--- config.mk ---
export PLATFORM = sky130hd
export DESIGN_NAME = regfile_port_arbiter
export DESIGN_NICKNAME = d
export VERILOG_FILES = /design/src/rtl/regfile_port_arbiter.sv
export SDC_FILE = /design/constraint.sdc
export NUM_CORES = 1
export LEC_CHECK = 0
export ABC_AREA = 1
export ABC_CLOCK_PERIOD_IN_PS = 2730
export CORE_AREA = 4 4 131 133
export CTS_BUF_LIST = sky130_fd_sc_hd__clkbuf_16
export DETAILED_ROUTE_END_ITERATION = 6
export DIE_AREA = 0 0 135 137
export PLACE_DENSITY = 0.86
export SYNTH_ARGS = -nofsm -noshare
export SYNTH_HDL_FRONTEND = slang
export SYNTH_SLANG_ARGS = --single-unit
--- constraint.sdc ---
create_clock -name clk -period 2.73 [get_ports clk]
set_clock_uncertainty 0.1 [all_clocks]
set_input_delay 0.546 -clock clk [delete_from_list [all_inputs] [get_ports clk]]
set_output_delay 0.546 -clock clk [all_outputs]
set_load 0.1 [all_outputs]
--- src/rtl/regfile_port_arbiter.sv ---
// rtl/regfile_port_arbiter.sv - shares one regfile access port between core (C) and debug (D); optional macro RF_BYPASS_EN
module regfile_port_arbiter #(
    parameter int MAX_WAIT = 8
) (
    input  logic        clk,
    input  logic        rst,
    input  logic        c_valid,
    output logic        c_ready,
    input  logic        c_we,
    input  logic [4:0]  c_rd,
    input  logic [4:0]  c_rs1,
    input  logic [4:0]  c_rs2,
    input  logic [31:0] c_wdata,
    output logic        c_rvalid,
    output logic [31:0] c_rdata1,
    output logic [31:0] c_rdata2,
    input  logic        d_valid,
    output logic        d_ready,
    input  logic        d_we,
    input  logic [4:0]  d_rd,
    input  logic [4:0]  d_rs1,
    input  logic [4:0]  d_rs2,
    input  logic [31:0] d_wdata,
    output logic        d_rvalid,
    output logic [31:0] d_rdata1,
    output logic [31:0] d_rdata2,
    output logic        rf_en,
    output logic        rf_we,
    output logic [4:0]  rf_rd,
    output logic [4:0]  rf_rs1,
    output logic [4:0]  rf_rs2,
    output logic [31:0] rf_wdata,
    input  logic [31:0] rf_data1,
    input  logic [31:0] rf_data2
);

    localparam logic [7:0] MAX_W = 8'(MAX_WAIT);

    typedef enum logic [1:0] {OWN_NONE, OWN_C, OWN_D} owner_t;

    owner_t      owner_q, owner_d;
    logic [7:0]  wait_q, wait_d;
    logic        fwd1_q, fwd1_d, fwd2_q, fwd2_d;
    logic [31:0] fwd_wdata_q, fwd_wdata_d;
    logic [31:0] c_hold1_q, c_hold1_d, c_hold2_q, c_hold2_d;
    logic [31:0] d_hold1_q, d_hold1_d, d_hold2_q, d_hold2_d;

    logic        gnt_c, gnt_d;
    logic [31:0] data1_eff, data2_eff;

    // Grant selection, regfile port mux, wait counter and response bookkeeping
    always_comb begin
        gnt_d    = !rst && d_valid && ((wait_q == MAX_W) || !c_valid);
        gnt_c    = !rst && c_valid && !gnt_d;
        c_ready  = gnt_c;
        d_ready  = gnt_d;

        rf_en    = gnt_c || gnt_d;
        rf_we    = 1'b0;
        rf_rd    = 5'd0;
        rf_rs1   = 5'd0;
        rf_rs2   = 5'd0;
        rf_wdata = 32'd0;
        if (gnt_d) begin
            rf_we    = d_we;
            rf_rd    = d_rd;
            rf_rs1   = d_rs1;
            rf_rs2   = d_rs2;
            rf_wdata = d_wdata;
        end else if (gnt_c) begin
            rf_we    = c_we;
            rf_rd    = c_rd;
            rf_rs1   = c_rs1;
            rf_rs2   = c_rs2;
            rf_wdata = c_wdata;
        end

        // Wait counter only counts consecutive refused cycles of a live D request
        wait_d = wait_q;
        if (!d_valid || gnt_d) begin
            wait_d = 8'd0;
        end else if (wait_q != MAX_W) begin
            wait_d = wait_q + 8'd1;
        end

        owner_d = gnt_d ? OWN_D : (gnt_c ? OWN_C : OWN_NONE);

        // Same-cycle read-after-write: capture the write data with the grant
        fwd_wdata_d = rf_wdata;
`ifdef RF_BYPASS_EN
        fwd1_d = rf_we && (rf_rd != 5'd0) && (rf_rs1 == rf_rd);
        fwd2_d = rf_we && (rf_rd != 5'd0) && (rf_rs2 == rf_rd);
`else
        fwd1_d = 1'b0;
        fwd2_d = 1'b0;
`endif

        data1_eff = fwd1_q ? fwd_wdata_q : rf_data1;
        data2_eff = fwd2_q ? fwd_wdata_q : rf_data2;

        // Non-owner ports keep presenting their last read data
        c_hold1_d = c_hold1_q;
        c_hold2_d = c_hold2_q;
        d_hold1_d = d_hold1_q;
        d_hold2_d = d_hold2_q;
        if (owner_q == OWN_C) begin
            c_hold1_d = data1_eff;
            c_hold2_d = data2_eff;
        end
        if (owner_q == OWN_D) begin
            d_hold1_d = data1_eff;
            d_hold2_d = data2_eff;
        end

        // Everything reads as zero while reset is asserted, including an in-flight response
        c_rvalid = !rst && (owner_q == OWN_C);
        d_rvalid = !rst && (owner_q == OWN_D);
        c_rdata1 = rst ? 32'd0 : c_hold1_d;
        c_rdata2 = rst ? 32'd0 : c_hold2_d;
        d_rdata1 = rst ? 32'd0 : d_hold1_d;
        d_rdata2 = rst ? 32'd0 : d_hold2_d;
    end

    // State registers with synchronous reset
    always_ff @(posedge clk) begin
        if (rst) begin
            owner_q     <= OWN_NONE;
            wait_q      <= 8'd0;
            fwd1_q      <= 1'b0;
            fwd2_q      <= 1'b0;
            fwd_wdata_q <= 32'd0;
            c_hold1_q   <= 32'd0;
            c_hold2_q   <= 32'd0;
            d_hold1_q   <= 32'd0;
            d_hold2_q   <= 32'd0;
        end else begin
            owner_q     <= owner_d;
            wait_q      <= wait_d;
            fwd1_q      <= fwd1_d;
            fwd2_q      <= fwd2_d;
            fwd_wdata_q <= fwd_wdata_d;
            c_hold1_q   <= c_hold1_d;
            c_hold2_q   <= c_hold2_d;
            d_hold1_q   <= d_hold1_d;
            d_hold2_q   <= d_hold2_d;
        end
    end

endmodule

Fig. 1: met2 routing
(3 px per um)
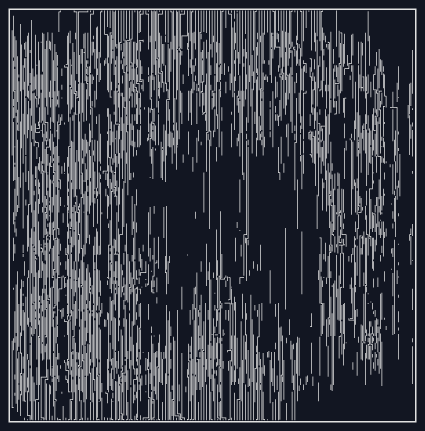
longest straight run: 54.6 um
nets with wire on the layer: 1170
drt total wl: 28220 um
met2 Use GR: 49.97%
vias: 7065

Fig. 2: placement view
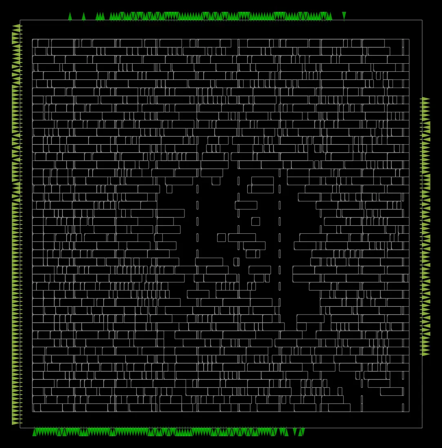
flop count: 138
number of fill cells: 883

==> ci_impl_report.md <==
## Synthesis and layout report

| Metric | Value |
|---|---|
| Most frequent logic cell in the layout | `nand2_1` |
| Synthesized flop and latch total | `138` |
| Max IR drop VDD | `0.4458 mV` |
| Combinational fraction of design power | `32.6%` |
| Post-synthesis cell area | `0.005608 mm2` |
| WL met2 | `15060 um` |
| P per Cell Area | `535.3 mW/mm2` |
| Place WS | `-52.09 ps` |
| GP Congestion | `0.9150` |
| Global-route wire length before repair | `37050 um` |
| Vias per cell | `5.222` |
| CTS Buf Count | `17` |
| Register share of total power | `roughly 32%` |
| XORs/XNORs by Area | `less than 1%` |
| Setup ws final | `-65.97 ps` |
| AO/OA Area Share | `between 10% and 20%` |
| Clock share of power | `a little over a third` |
| Mean Syn Cell Area | `7.117 um2` |
| CP endpoint | `rf_rs1[2]` |
| Crit path required time | `roughly 2100 ps` |
| Worst setup EP type | `output pin` |
| Tool Warnings | `29` |
| Cts repair resizes | `5` |
| Min-Delay Path Depth | `1` |
| Via count of the first global-routing pass | `7039` |
| Yosys chip area | `about 0.0056 mm2` |
| Remaining global-route overflow | `0` |
| Setup Viol. Count Final | `39` |
| GR met3 Demand/Resource | `6.397%` |
| Failing checks | `negative setup slack` |
| Core Region | `0.01583 mm2` |
| Postcts setup bufs | `0` |
| Slew HR | `72.87%` |
| Worst Setup SP | `wait_q[0]$_SDFFE_PP0N_` |
| Final Hold Vio Count | `0` |
| Most used routing layer | `met2` |
| Switching Share | `34.55%` |
| Half-perimeter wire length after placement | `19270 um` |
| R2R Setup Slk | `between 1000 and 1500 ps` |
| RSZ-0062 raised after global routing | `true` |
| Detailed Route Iter0 Violations | `392` |
| Die footprint | `0.01850 mm2` |
| Synth cell types | `22` |
| Crit-path max FO | `7` |
| Launching point of the worst reg2reg path | `owner_q[0]$_SDFF_PP0_` |
| CTS Buffer Depth | `2` |
| # H-tree levels | `4` |
| Initial Utilization | `a little over a third` |
| Status | `finished with violations` |
| Synthesis-to-finish area growth | `119.6%` |
| Min Tclk post-route | `2796 ps` |
| Slew @ Worst Pin | `407.0 ps` |
| Worst Hold Class | `flop to flop` |
| Clock sink count | `138` |
| Clock latency on the worst-skew pair | `410 ps` |
| Post-Synth Simple-Gate Area | `31.97%` |
| Final setup TNS | `-1459 ps` |
| Met3 WL post-DR | `2271 um` |
| Grt met1 use | `between 20% and 30%` |
| Cell count after synthesis | `788` |
| Hold-fix buffers, CTS | `0` |
| CTS Root Cell | `clkbuf_16` |
| Internal power | `4.314 mW` |
| Warnings, synthesis | `0` |
| Reg-to-reg critical path endpoint | `d_hold2_q[27]$_DFF_P_` |
| HP Start | `wait_q[0]$_SDFFE_PP0N_` |
| Final Max Slew Viols | `0` |
| Most frequent cells in the layout | `nand2_1, buf_12, clkdlybuf4s50_1` |
Fig. 3: pin map
(3 px per um) Pins as bars across the die edge, other pins in grey.
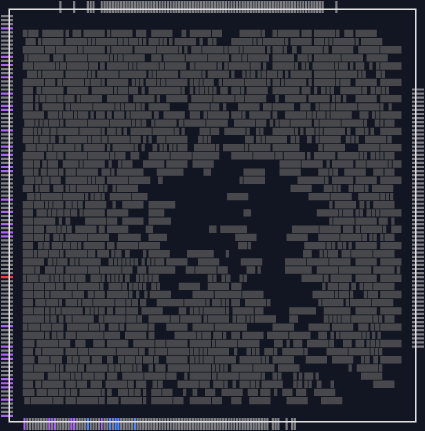
[rf_rs1] blue | pins: 5 | direction: output | edge: bottom
[d_wdata] purple | pins: 32 | direction: input | edge: 26 left, 6 bottom
[c_valid] red | pins: 1 | direction: input | edge: left
all pins by edge: 99 left, 95 bottom, 87 top, 64 right
Die Ht: 137 um
number of port buffers: 344
Die Wd: 135 um

Fig. 4: wiring by layer
(2 px per um) Only two layers are drawn.
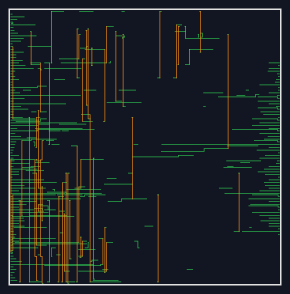
[met3] green | wire length: 2270 um
[met4] orange | wire length: 1810 um
all-layer global routing usage: 25.87%
wire length per cell: 20.85 um

## worst max-delay path, stage by stage (launching register included)
cell and delay [ps]:
dfxtp_2 340, inv_2 80, ha_4 140, nand3_4 90
nor2_4 170, nor2_4 80, nor2_8 160, buf_8 160
clkbuf_16 190, nand2_4 70, nand2_4 70, buf_12 170
## area by class of cell
type                       instances  area (um2)
timing repair buffer             373        5664
fill                             883        3513
multi-input combinational        579        2957
sequential                       138        2765
clock buffer                      17       425.4
tap                              216       270.3
clock inverter                    15       175.2
inverter                          14       55.05
antenna                            1       2.502
## power by group through the flow
stage | registers, mW | clock network, mW | logic, mW
after floorplan | 2.15 | 0 | 1.14
after global placement | 2.15 | 0 | 2.04
after detailed placement | 2.15 | 0 | 2.07
after CTS | 2.11 | 2.37 | 2.07
after global routing | 2.12 | 2.45 | 2.20
final | 2.11 | 2.33 | 2.15
## registers in the layout, summed over array words and instances, names as in the netlist
register,count
d_hold1_q,32
d_hold2_q,32
c_hold1_q,32
wait_q,8
c_hold2_q,32
owner_q,2
## synthesized netlist by cell type (all sizes together)
master | n | area [um2]
a21oi | 131 | 655.6
buf | 36 | 217.7
xnor2 | 1 | 8.760
ha | 2 | 25.02
o21ai | 1 | 5.000
dfxtp | 138 | 2763
clkbuf | 21 | 78.83
nand2 | 368 | 1406
xor2 | 1 | 8.760
nor3 | 2 | 10.01
nand3 | 51 | 260.3
or2 | 2 | 12.51
inv | 14 | 52.55
nor2 | 20 | 103.9
## stage by stage
stage,hold WS [ps],instances,util [%],total power [mW]
detailed placement,367.3,1310,71.06,4.220
floorplan,329.7,788,-,3.290
finish,363.7,1353,77.80,6.591
global placement,344.4,1310,71.06,4.190
CTS,378.1,1342,74.96,6.553
global route,381.5,1353,77.80,6.767
Power figures rest on the tool's default switching activity, not on a simulated workload.
